==> src/rtl/arbitro_sumador.sv <==
// -----------------------------------------------------------------------------
// arbitro_sumador
//
// Round-robin arbiter and sequencer that time-shares one external W-bit adder
// between NREQ requesters. A winning requester's operand pair is registered,
// driven to the shared adder, and the sum is captured one cycle later and
// returned to that requester through a valid/ready handshake.
//
// Ports
//   clk         rising-edge clock
//   rst         asynchronous, active-high reset
//   req_valid   [NREQ]    per-requester operation request
//   req_a       [NREQ*W]  operand A, requester i at [i*W +: W]
//   req_b       [NREQ*W]  operand B, same packing
//   req_ready   [NREQ]    one-hot grant (only in IDLE, combinational)
//   resp_valid  [NREQ]    one-hot result-valid for the owning requester
//   resp_ready  [NREQ]    per-requester result acceptance
//   resp_data   [W]       registered sum
//   sum_a/sum_b [W]       registered operands to the shared adder
//   sum_result  [W]       shared adder output (combinational in sum_a/sum_b)
//   busy                  high whenever the sequencer is not IDLE
// -----------------------------------------------------------------------------
module arbitro_sumador #(
   parameter int NREQ = 4,
   parameter int W    = 32
) (
   input  logic              clk,
   input  logic              rst,
   input  logic [NREQ-1:0]   req_valid,
   input  logic [NREQ*W-1:0] req_a,
   input  logic [NREQ*W-1:0] req_b,
   output logic [NREQ-1:0]   req_ready,
   output logic [NREQ-1:0]   resp_valid,
   input  logic [NREQ-1:0]   resp_ready,
   output logic [W-1:0]      resp_data,
   output logic [W-1:0]      sum_a,
   output logic [W-1:0]      sum_b,
   input  logic [W-1:0]      sum_result,
   output logic              busy
);

   localparam int PW = (NREQ > 1) ? $clog2(NREQ) : 1;

   typedef enum logic [1:0] {
      IDLE = 2'd0,
      CALC = 2'd1,
      RESP = 2'd2
   } state_t;

   state_t        state_reg, state_next;
   logic [PW-1:0] ptr_reg, ptr_next;
   logic [PW-1:0] owner_reg, owner_next;
   logic [W-1:0]  op_a_reg, op_a_next;
   logic [W-1:0]  op_b_reg, op_b_next;
   logic [W-1:0]  resp_data_reg, resp_data_next;

   // Unpacked views of the packed operand buses.
   logic [W-1:0] a_arr [NREQ];
   logic [W-1:0] b_arr [NREQ];

   genvar gi;
   generate
      for (gi = 0; gi < NREQ; gi++) begin : g_unpack
         assign a_arr[gi] = req_a[gi*W +: W];
         assign b_arr[gi] = req_b[gi*W +: W];
      end
   endgenerate

   // Rotating priority search starting at ptr. Candidates are visited from
   // lowest to highest priority so the last hit (closest to ptr) wins,
   // which avoids an early exit from the loop.
   logic [PW-1:0] win_idx;
   logic          win_found;
   int            cand;

   always_comb begin
      win_idx   = '0;
      win_found = 1'b0;
      cand      = 0;
      for (int k = NREQ - 1; k >= 0; k--) begin
         cand = int'(ptr_reg) + k;
         if (cand >= NREQ) begin
            cand = cand - NREQ;
         end
         if (req_valid[cand]) begin
            win_idx   = PW'(cand);
            win_found = 1'b1;
         end
      end
   end

   // Grant and result-valid decode, one bit per requester.
   generate
      for (gi = 0; gi < NREQ; gi++) begin : g_decode
         assign req_ready[gi]  = (state_reg == IDLE) && win_found && (win_idx == PW'(gi));
         assign resp_valid[gi] = (state_reg == RESP) && (owner_reg == PW'(gi));
      end
   endgenerate

   // Next-state and register-update logic.
   always_comb begin
      state_next     = state_reg;
      ptr_next       = ptr_reg;
      owner_next     = owner_reg;
      op_a_next      = op_a_reg;
      op_b_next      = op_b_reg;
      resp_data_next = resp_data_reg;
      case (state_reg)
         IDLE: begin
            if (win_found) begin
               op_a_next  = a_arr[win_idx];
               op_b_next  = b_arr[win_idx];
               owner_next = win_idx;
               // Priority moves just past the winner so it cannot starve others.
               ptr_next   = (win_idx == PW'(NREQ - 1)) ? '0 : win_idx + 1'b1;
               state_next = CALC;
            end
         end
         CALC: begin
            // Adder output settles from the operand registers within this cycle.
            resp_data_next = sum_result;
            state_next     = RESP;
         end
         RESP: begin
            // Only the owner's acceptance completes the operation.
            if (resp_ready[owner_reg]) begin
               state_next = IDLE;
            end
         end
         default: begin
            state_next = IDLE;
         end
      endcase
   end

   always_ff @(posedge clk or posedge rst) begin
      if (rst) begin
         state_reg     <= IDLE;
         ptr_reg       <= '0;
         owner_reg     <= '0;
         op_a_reg      <= '0;
         op_b_reg      <= '0;
         resp_data_reg <= '0;
      end else begin
         state_reg     <= state_next;
         ptr_reg       <= ptr_next;
         owner_reg     <= owner_next;
         op_a_reg      <= op_a_next;
         op_b_reg      <= op_b_next;
         resp_data_reg <= resp_data_next;
      end
   end

   assign sum_a     = op_a_reg;
   assign sum_b     = op_b_reg;
   assign resp_data = resp_data_reg;
   assign busy      = (state_reg != IDLE);

endmodule

==> config.mk <==
export PLATFORM = sky130hd
export DESIGN_NAME = arbitro_sumador
export DESIGN_NICKNAME = d
export VERILOG_FILES = /design/src/rtl/arbitro_sumador.sv
export SDC_FILE = /design/constraint.sdc
export NUM_CORES = 1
export LEC_CHECK = 0
export CAP_MARGIN = 10
export CORE_AREA = 2 2 156 158
export DETAILED_ROUTE_END_ITERATION = 8
export DIE_AREA = 0 0 158 160
export PLACE_DENSITY = 0.59
export SLEW_MARGIN = 15
export SYNTH_ARGS = -nofsm -noshare
export SYNTH_HDL_FRONTEND = slang
export SYNTH_SLANG_ARGS = --single-unit
==> constraint.sdc <==
create_clock -name clk -period 4.5 [get_ports clk]
set_input_delay 0.9 -clock clk [delete_from_list [all_inputs] [get_ports clk]]
set_output_delay 0.9 -clock clk [all_outputs]
set_load 0.005 [all_outputs]
==> results.json, run 1 <==
{
  "status": "completed",
  "post-route-period-util_pct": 85.90,
  "report.final.slew_viol_count": 0,
  "synthAdderAreaFrac_pct": 0.2063,
  "timing.hold.worst.class": "reg -> reg",
  "synthDominantAreaCellType": "sky130_fd_sc_hd__dfrtp_1",
  "layout-drive-gt1-share_pct": 13.97,
  "finalNonFillerCells": 1262,
  "ys_top_cells_by_area": "sky130_fd_sc_hd__dfrtp_1, sky130_fd_sc_hd__mux2_2, sky130_fd_sc_hd__a221o_1",
  "fp.dieArea_sq_um": 25280,
  "sequentialPower_w": 0.00165,
  "synth_flop_count": 102,
  "finish.instance_area_sq_um": 10680,
  "layout.non_clock_inverters": 4,
  "placementRows": 57,
  "power_switching_w": 0.002112,
  "cp_data_required_time_ns": 3.60,
  "power_per_cell_area_nw_per_um2": 539.9,
  "synthMuxAreaShare_pct": 18.36,
  "worst_r2r_endpoint": "sum_a[7]",
  "finalHoldViolCount": 0,
  "layout.area.comb_sq_um": 3243,
  "criticalPathCategory": "in -> out",
  "stage_log_warnings": 26,
  "timing.final.ws_setup_ns": 0.6345,
  "clk_share_pct": 2.658,
  "dp_cells": 1246,
  "num_antenna_cells": 0,
  "power.ir.vdd_worst_uv": 263.2,
  "timing.fmax_mhz": 258.7,
  "drt-initial-drc-count": 330,
  "tap-cell-count": 324,
  "route.antenna.remaining_nets": 0,
  "comb_cell_power_w": 0.00335,
  "internal_power_w": 0.003657,
  "first_global_vias": 6790,
  "placement.setup.worst_slack_ns": 0.6211,
  "clk_pin_slew_worst_paths_ns": 0.07,
  "xor_area_share_pct": 0,
  "synth-edff-count": 0,
  "top_cells_by_count": "sky130_fd_sc_hd__dfrtp_1, sky130_fd_sc_hd__mux2_2, sky130_fd_sc_hd__a21oi_1",
  "detailroute.wirelength.met2_mm": 13.29,
  "timing.critical_path.max_delay_family": "buffers and inverters",
  "remaining_drc_errors": 0,
  "largest_class": "non-clock buffers",
  "sequential_fraction_of_design_power_pct": 28.6,
  "avgRoutedWirePerCell_microns": 21.25,
  "routed-via-count": 6560,
  "place_congestion": 0.7999,
  "setup.reg_to_reg.worst_slack_ns": 1.81,
  "hold_path_end": "resp_data[27]",
  "hold_ws_ns": 0.5070,
  "synth.lib_cells_used.distinct": 33,
  "crit_cells": 7,
  "numClockSinks": 102,
  "final_period_minus_worst_setup_slack_ns": 3.866,
  "synth_top_flop_cell": "sky130_fd_sc_hd__dfrtp_1",
  "combinational_gates": 393,
  "floorplan.core_area_sq_um": 23820,
  "ys.warnings.count": 0,
  "postSynthCellCount": 570,
  "cp_data_arrival_time_ns": 2.97,
  "slew-limit-headroom_pct": 42.53,
  "gr-usage-met2_pct": 36.05,
  "filler_cell_count": 2320,
  "drt_first_pass_iters": 5,
  "critical_path.endpoint": "req_ready[0]",
  "hold_buf_count_cts": 0,
  "worst_skew_pair.late_latency_ns": 0.35,
  "comb_area_share_pct": 30.35,
  "max-cap-violations": 0,
  "routed_metal_1_wirelength_mm": 10.46,
  "tightestPinTransition_ns": 0.8620,
  "top_layout_cell": "sky130_fd_sc_hd__clkdlybuf4s50_1",
  "yosys.area.top_type_share_pct": 42.08,
  "timing.critical_path.to_type": "primary output",
  "cp_max_fo": 12,
  "clock_tree.root_cell": "sky130_fd_sc_hd__clkbuf_16",
  "antenna_violations_before_repair": 0,
  "critPathSlowestCell": "sky130_fd_sc_hd__clkdlybuf4s50_1",
  "timing.reg2reg.worst_path_depth": 7,
  "reg2reg_from": "state_reg[0]",
  "grt_remaining_overflow": 0,
  "synth_top_cell_by_count": "sky130_fd_sc_hd__dfrtp_1",
  "maxPowerGroup": "combinational logic",
  "grt_pass1_wl_mm": 40.23,
  "viasPerCell": 5.198,
  "grtUsageTotal_pct": 20.72,
  "fin_nets": 1232,
  "synthSimpleGateAreaFrac_pct": 9.282,
  "slowest_stage_delay_on_critical_path_ns": 0.65,
  "met1_usage_grt_pct": 24.91,
  "cts_tree": "built",
  "clock-skew-final_ns": 0.01086,
  "core_utilization_before_placement_pct": 25.46,
  "nonClockBufferCount": 423,
  "grt_start_max_net_pins": 65,
  "flop-count": 102,
  "comb_power_share_pct": 58.1,
  "pwr-share-clk_pct": 13.4,
  "use_met3_pct": 5.617,
  "cts-htree-levels": 3,
  "cts_repair_resize_count": 0,
  "syn_to_final_growth_pct": 76.13,
  "place_hpwl_mm": 18.98,
  "routed.top_layer": "met4",
  "power.share.switching_pct": 36.61,
  "yosys-stat-area_sq_um": 6066,
  "floorplan.nets": 869,
  "die_y_microns": 160,
  "aoi_share_pct": 24.83,
  "cp.buffers_inverters": 3,
  "start_point_of_the_worst_hold_path": "resp_data[27]",
  "setup-violations-final": 0,
  "critPathMostFrequentCell": "sky130_fd_sc_hd__clkdlybuf4s50_1",
  "wl_mm": 26.81,
  "dpl_cell_area_sq_um": 10400,
  "post-layout-total-power_w": 0.005768,
  "crit_chain": "clkdlybuf4s50_1 > nor4_1 > or2_2 > inv_1 > o21ai_4 > nor2_1 > clkdlybuf4s50_1",
  "power.clock.total_w": 0.000771,
  "die_width_microns": 158,
  "grt_most_used_layer": "met2",
  "area_share_nonclk_buffers_pct": 39.14
}
run_1/wires.png
Drawn at 2 px/micron.
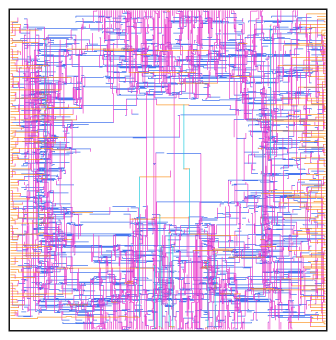
- metal 1: blue (wire length 10500 microns)
- metal 3: orange (wire length 2450 microns)
- metal 4: cyan (wire length 617 microns)
- metal 2: magenta (wire length 13300 microns)

run_1/flops_by_reg.png
Drawn at 1.5 px/micron. Other sequential cells in the stronger grey, the rest of the logic in the fainter grey.
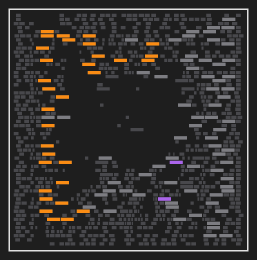
- sum_b: orange (flops 32)
- state_reg: purple (flops 2)
- not coloured: 68
post-route core utilization: 44.85%
FF/Latch Area: 2552 sq um
sequential share of cell area: 23.89%

run_1/io_fan.png
Drawn at 2 px/micron.
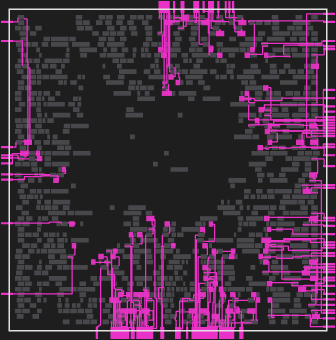
- req_a: magenta (bits 128; direction input; edge 52 bottom, 46 right, 20 top, 10 left; end cells 96; buffers 128; wire 3620 microns)
count of port buffers added during placement: 402
count of pins on the block boundary: 403

## Run 2: what changed since run 1
--- a/config.mk
+++ b/config.mk
@@ -14,3 +14,4 @@
 export SYNTH_ARGS = -nofsm -noshare
 export SYNTH_HDL_FRONTEND = slang
 export SYNTH_SLANG_ARGS = --single-unit
+export TNS_END_PERCENT = 5
run_2/io_fan.png
Drawn at 2 px/micron.
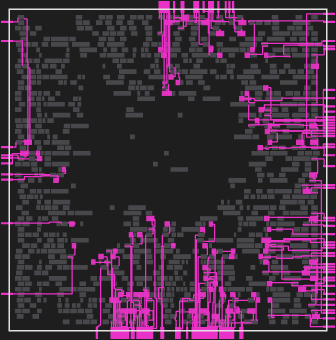
- req_a: magenta (bits 128; direction input; edge 52 bottom, 46 right, 20 top, 10 left; end cells 96; buffers 128; wire 3620 microns)

==> run 2 against run 1 <==
Total power did not move. Clock skew did not move. Critical path depth did not move. Setup slack did not move.
==> results.json, run 2 <==
{
  "grt_pass1_wl_mm": 40.23,
  "seq_area_sq_um": 2552,
  "pwr-share-clk_pct": 13.4,
  "cp_data_required_time_ns": 3.60,
  "sequential_share_of_cell_area_pct": 23.89,
  "slowest_stage_delay_on_critical_path_ns": 0.65,
  "layout-drive-gt1-share_pct": 13.97,
  "clock-skew-final_ns": 0.01086,
  "comb_cell_power_w": 0.00335,
  "status": "completed",
  "gr-usage-met2_pct": 36.05,
  "slew-limit-headroom_pct": 42.53,
  "fin_nets": 1232,
  "routed-via-count": 6560,
  "internal_power_w": 0.003657,
  "hold_ws_ns": 0.5070,
  "antenna_violations_before_repair": 0,
  "first_global_vias": 6790,
  "tap-cell-count": 324,
  "synthSimpleGateAreaFrac_pct": 9.282,
  "timing.reg2reg.worst_path_depth": 7,
  "synth_flop_count": 102,
  "top_layout_cell": "sky130_fd_sc_hd__clkdlybuf4s50_1",
  "sequential_fraction_of_design_power_pct": 28.6,
  "finish.instance_area_sq_um": 10680,
  "numClockSinks": 102,
  "power_switching_w": 0.002112,
  "criticalPathCategory": "in -> out",
  "area_share_nonclk_buffers_pct": 39.14,
  "synth-edff-count": 0,
  "dpl_cell_area_sq_um": 10400,
  "place_hpwl_mm": 18.98,
  "avgRoutedWirePerCell_microns": 21.25,
  "wl_mm": 26.81,
  "aoi_share_pct": 24.83,
  "synthDominantAreaCellType": "sky130_fd_sc_hd__dfrtp_1",
  "cp_max_fo": 12,
  "cts-htree-levels": 3,
  "use_met3_pct": 5.617,
  "sequentialPower_w": 0.00165,
  "grt_most_used_layer": "met2",
  "power.share.switching_pct": 36.61,
  "cts_repair_resize_count": 0,
  "place.port_buffers": 402,
  "met1_usage_grt_pct": 24.91,
  "cp.buffers_inverters": 3,
  "pin_count": 403,
  "timing.critical_path.to_type": "primary output",
  "ys_top_cells_by_area": "sky130_fd_sc_hd__dfrtp_1, sky130_fd_sc_hd__mux2_2, sky130_fd_sc_hd__a221o_1",
  "maxPowerGroup": "combinational logic",
  "routed.top_layer": "met4",
  "yosys.area.top_type_share_pct": 42.08,
  "yosys-stat-area_sq_um": 6066,
  "report.final.slew_viol_count": 0,
  "finalNonFillerCells": 1262,
  "clock_tree.root_cell": "sky130_fd_sc_hd__clkbuf_16",
  "critical_path.endpoint": "req_ready[0]",
  "crit_cells": 7,
  "synth_top_cell_by_count": "sky130_fd_sc_hd__dfrtp_1",
  "filler_cell_count": 2320,
  "synthAdderAreaFrac_pct": 0.2063,
  "worst_r2r_endpoint": "sum_a[7]",
  "viasPerCell": 5.198,
  "place_congestion": 0.7999,
  "largest_class": "non-clock buffers",
  "post-route-period-util_pct": 85.90,
  "power_per_cell_area_nw_per_um2": 539.9,
  "power.clock.total_w": 0.000771
}
run_2/io_placement.png
Drawn at 1.5 px/micron. Pins as bars across the die edge, other pins in grey.
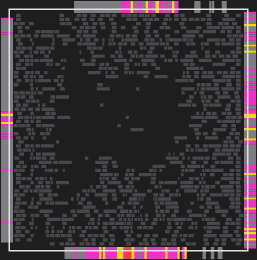
- req_valid: red (pins 4; direction input; edge bottom)
- req_a: magenta (pins 128; direction input; edge 52 bottom, 46 right, 20 top, 10 left)
- sum_a: yellow (pins 32; direction output; edge 13 right, 12 bottom, 5 top, 2 left)
height of the die: 160 microns
horizontal extent of the die: 158 microns

run_2/wires.png
Drawn at 2 px/micron.
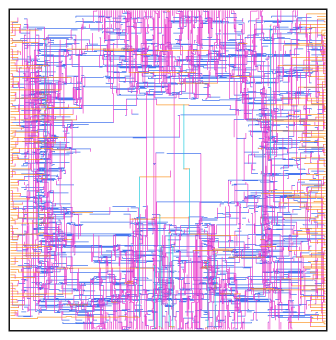

## Run 3: what changed since run 2
==> constraint.sdc (replaced) <==
create_clock -name clk -period 4.38 [get_ports clk]
set_input_delay 0.876 -clock clk [delete_from_list [all_inputs] [get_ports clk]]
set_output_delay 0.876 -clock clk [all_outputs]
set_load 0.005 [all_outputs]
run_3/wires.png
Drawn at 2 px/micron.
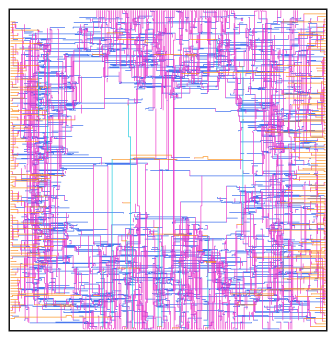
- metal 1: blue (wire length 10800 microns)
- metal 2: magenta (wire length 14000 microns)
- metal 4: cyan (wire length 608 microns)
- metal 3: orange (wire length 2310 microns)
wire length per cell: 21.93 microns
number of vias after detailed routing: 6610
WL final: 27.66 mm

==> run 3 against run 2 <==
Via count up 0.76%. Clock skew rose by 0.0073 ns. Non-clock buffer count fell by 1. Register-to-register slack worse by 0.03 ns. Wire length increased by 3.1%. Utilization rose by 0.074 points. Largest power group unchanged.
==> results.json, run 3 <==
{
  "largest_class": "non-clock buffers",
  "postSynthCellCount": 570,
  "layout.non_clock_inverters": 4,
  "sequential_share_of_cell_area_pct": 23.85,
  "seq_area_sq_um": 2552,
  "remaining_drc_errors": 0,
  "cp_data_arrival_time_ns": 2.94,
  "filler_cell_count": 2342,
  "gr-usage-met2_pct": 37.57,
  "aoi_share_pct": 24.83,
  "use_met3_pct": 5.183,
  "synth_flop_count": 102,
  "synth-edff-count": 0,
  "final_period_minus_worst_setup_slack_ns": 3.811,
  "yosys.area.top_type_share_pct": 42.08,
  "cts_tree": "built",
  "place_congestion": 0.8062,
  "grt_most_used_layer": "met2",
  "first_global_vias": 6691,
  "grt_pass1_wl_mm": 40.78,
  "combinational_gates": 393,
  "synthMuxAreaShare_pct": 18.36,
  "grtUsageTotal_pct": 21.18,
  "flop-count": 102,
  "post-route-period-util_pct": 87.01,
  "synth_top_cell_by_count": "sky130_fd_sc_hd__dfrtp_1",
  "drt-initial-drc-count": 307,
  "floorplan.core_area_sq_um": 23820,
  "timing.final.ws_setup_ns": 0.5688,
  "layout.area.comb_sq_um": 3243,
  "comb_cell_power_w": 0.00349,
  "cts_repair_resize_count": 0,
  "finalNonFillerCells": 1261,
  "crit_cells": 8,
  "drt_first_pass_iters": 6,
  "start_point_of_the_worst_hold_path": "resp_data[23]",
  "yosysCellCount": 570,
  "setup-violations-final": 0,
  "synth.lib_cells_used.distinct": 33,
  "cts-htree-levels": 3,
  "placement.setup.worst_slack_ns": 0.5593,
  "route.antenna.remaining_nets": 0,
  "placementRows": 57,
  "synth_top_flop_cell": "sky130_fd_sc_hd__dfrtp_1",
  "cts_made_buffers": 9,
  "place.port_buffers": 402,
  "nonClockBufferCount": 422,
  "internal_power_w": 0.003765,
  "clk_pin_slew_worst_paths_ns": 0.07,
  "grt_remaining_overflow": 0,
  "reg2reg_from": "state_reg[0]",
  "ys.warnings.count": 0,
  "place_hpwl_mm": 19.03,
  "timing.critical_path.to_type": "primary output",
  "cp_data_required_time_ns": 3.50,
  "comb_area_share_pct": 30.31,
  "clock_tree.root_cell": "sky130_fd_sc_hd__clkbuf_16",
  "floorplan.nets": 869,
  "fp.dieArea_sq_um": 25280,
  "critPathMostFrequentCell": "sky130_fd_sc_hd__clkdlybuf4s50_1",
  "cp.buffers_inverters": 3,
  "critPathSlowestCell": "sky130_fd_sc_hd__clkdlybuf4s50_1",
  "asr_flop_ratio_synth_pct": 100.0,
  "timing.critical_path.max_delay_family": "buffers and inverters",
  "synthSimpleGateAreaFrac_pct": 9.282,
  "die_width_microns": 158,
  "status": "completed",
  "syn_to_final_growth_pct": 76.42,
  "critical_path.endpoint": "req_ready[1]",
  "slowest_stage_delay_on_critical_path_ns": 0.52,
  "slew-limit-headroom_pct": 39.91,
  "detailroute.wirelength.met2_mm": 13.98,
  "grt_start_max_net_pins": 71,
  "sequentialPower_w": 0.00169,
  "die_y_microns": 160,
  "max-cap-violations": 0,
  "tap-cell-count": 324,
  "post-layout-total-power_w": 0.005984,
  "top_cells_by_count": "sky130_fd_sc_hd__dfrtp_1, sky130_fd_sc_hd__mux2_2, sky130_fd_sc_hd__a21oi_1",
  "hold_path_end": "resp_data[23]",
  "dp_cells": 1245,
  "area_share_nonclk_buffers_pct": 39.24,
  "sequential_fraction_of_design_power_pct": 28.3,
  "synthAdderAreaFrac_pct": 0.2063,
  "synthDominantAreaCellType": "sky130_fd_sc_hd__dfrtp_1",
  "routed.top_layer": "met4",
  "stage_log_warnings": 26,
  "fin_nets": 1231,
  "pwr-share-clk_pct": 13.4,
  "power.ir.vdd_worst_uv": 308.7,
  "timing.reg2reg.worst_path_depth": 7,
  "worst_r2r_endpoint": "sum_a[7]",
  "setup.reg_to_reg.worst_slack_ns": 1.78,
  "maxPowerGroup": "combinational logic",
  "xor_area_share_pct": 0,
  "ys_top_cells_by_area": "sky130_fd_sc_hd__dfrtp_1, sky130_fd_sc_hd__mux2_2, sky130_fd_sc_hd__a221o_1",
  "yosys-stat-area_sq_um": 6066,
  "report.final.slew_viol_count": 0,
  "clock-skew-final_ns": 0.01812,
  "routed_metal_1_wirelength_mm": 10.75,
  "crit_chain": "clkdlybuf4s50_1 > nand2_1 > a311oi_1 > buf_4 > or2_2 > ha_1 > and2_1 > clkdlybuf4s50_1",
  "postLayoutCoreUtil_pct": 44.93,
  "met1_usage_grt_pct": 24.71,
  "top_layout_cell": "sky130_fd_sc_hd__clkdlybuf4s50_1",
  "core_utilization_before_placement_pct": 25.46,
  "viasPerCell": 5.242,
  "criticalPathCategory": "in -> out",
  "hold_buf_count_cts": 0,
  "pin_count": 403,
  "power.share.switching_pct": 37.08,
  "cp_max_fo": 4,
  "power_per_cell_area_nw_per_um2": 559.2,
  "finalHoldViolCount": 0,
  "layout-drive-gt1-share_pct": 13.87,
  "clk_share_pct": 2.654,
  "timing.hold.worst.class": "reg -> reg",
  "numClockSinks": 102,
  "num_antenna_cells": 0,
  "dpl_cell_area_sq_um": 10420,
  "antenna_violations_before_repair": 0
}
run_3/io_fan.png
Drawn at 2 px/micron.
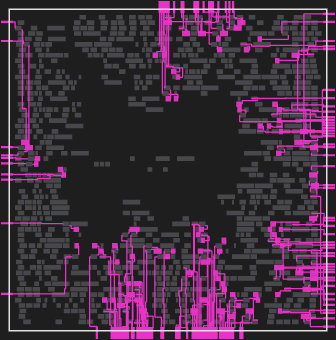
- req_a: magenta (bits 128; direction input; edge 52 bottom, 46 right, 20 top, 10 left; end cells 96; buffers 128; wire 3680 microns)

Power is estimated from default activity; no workload was simulated.
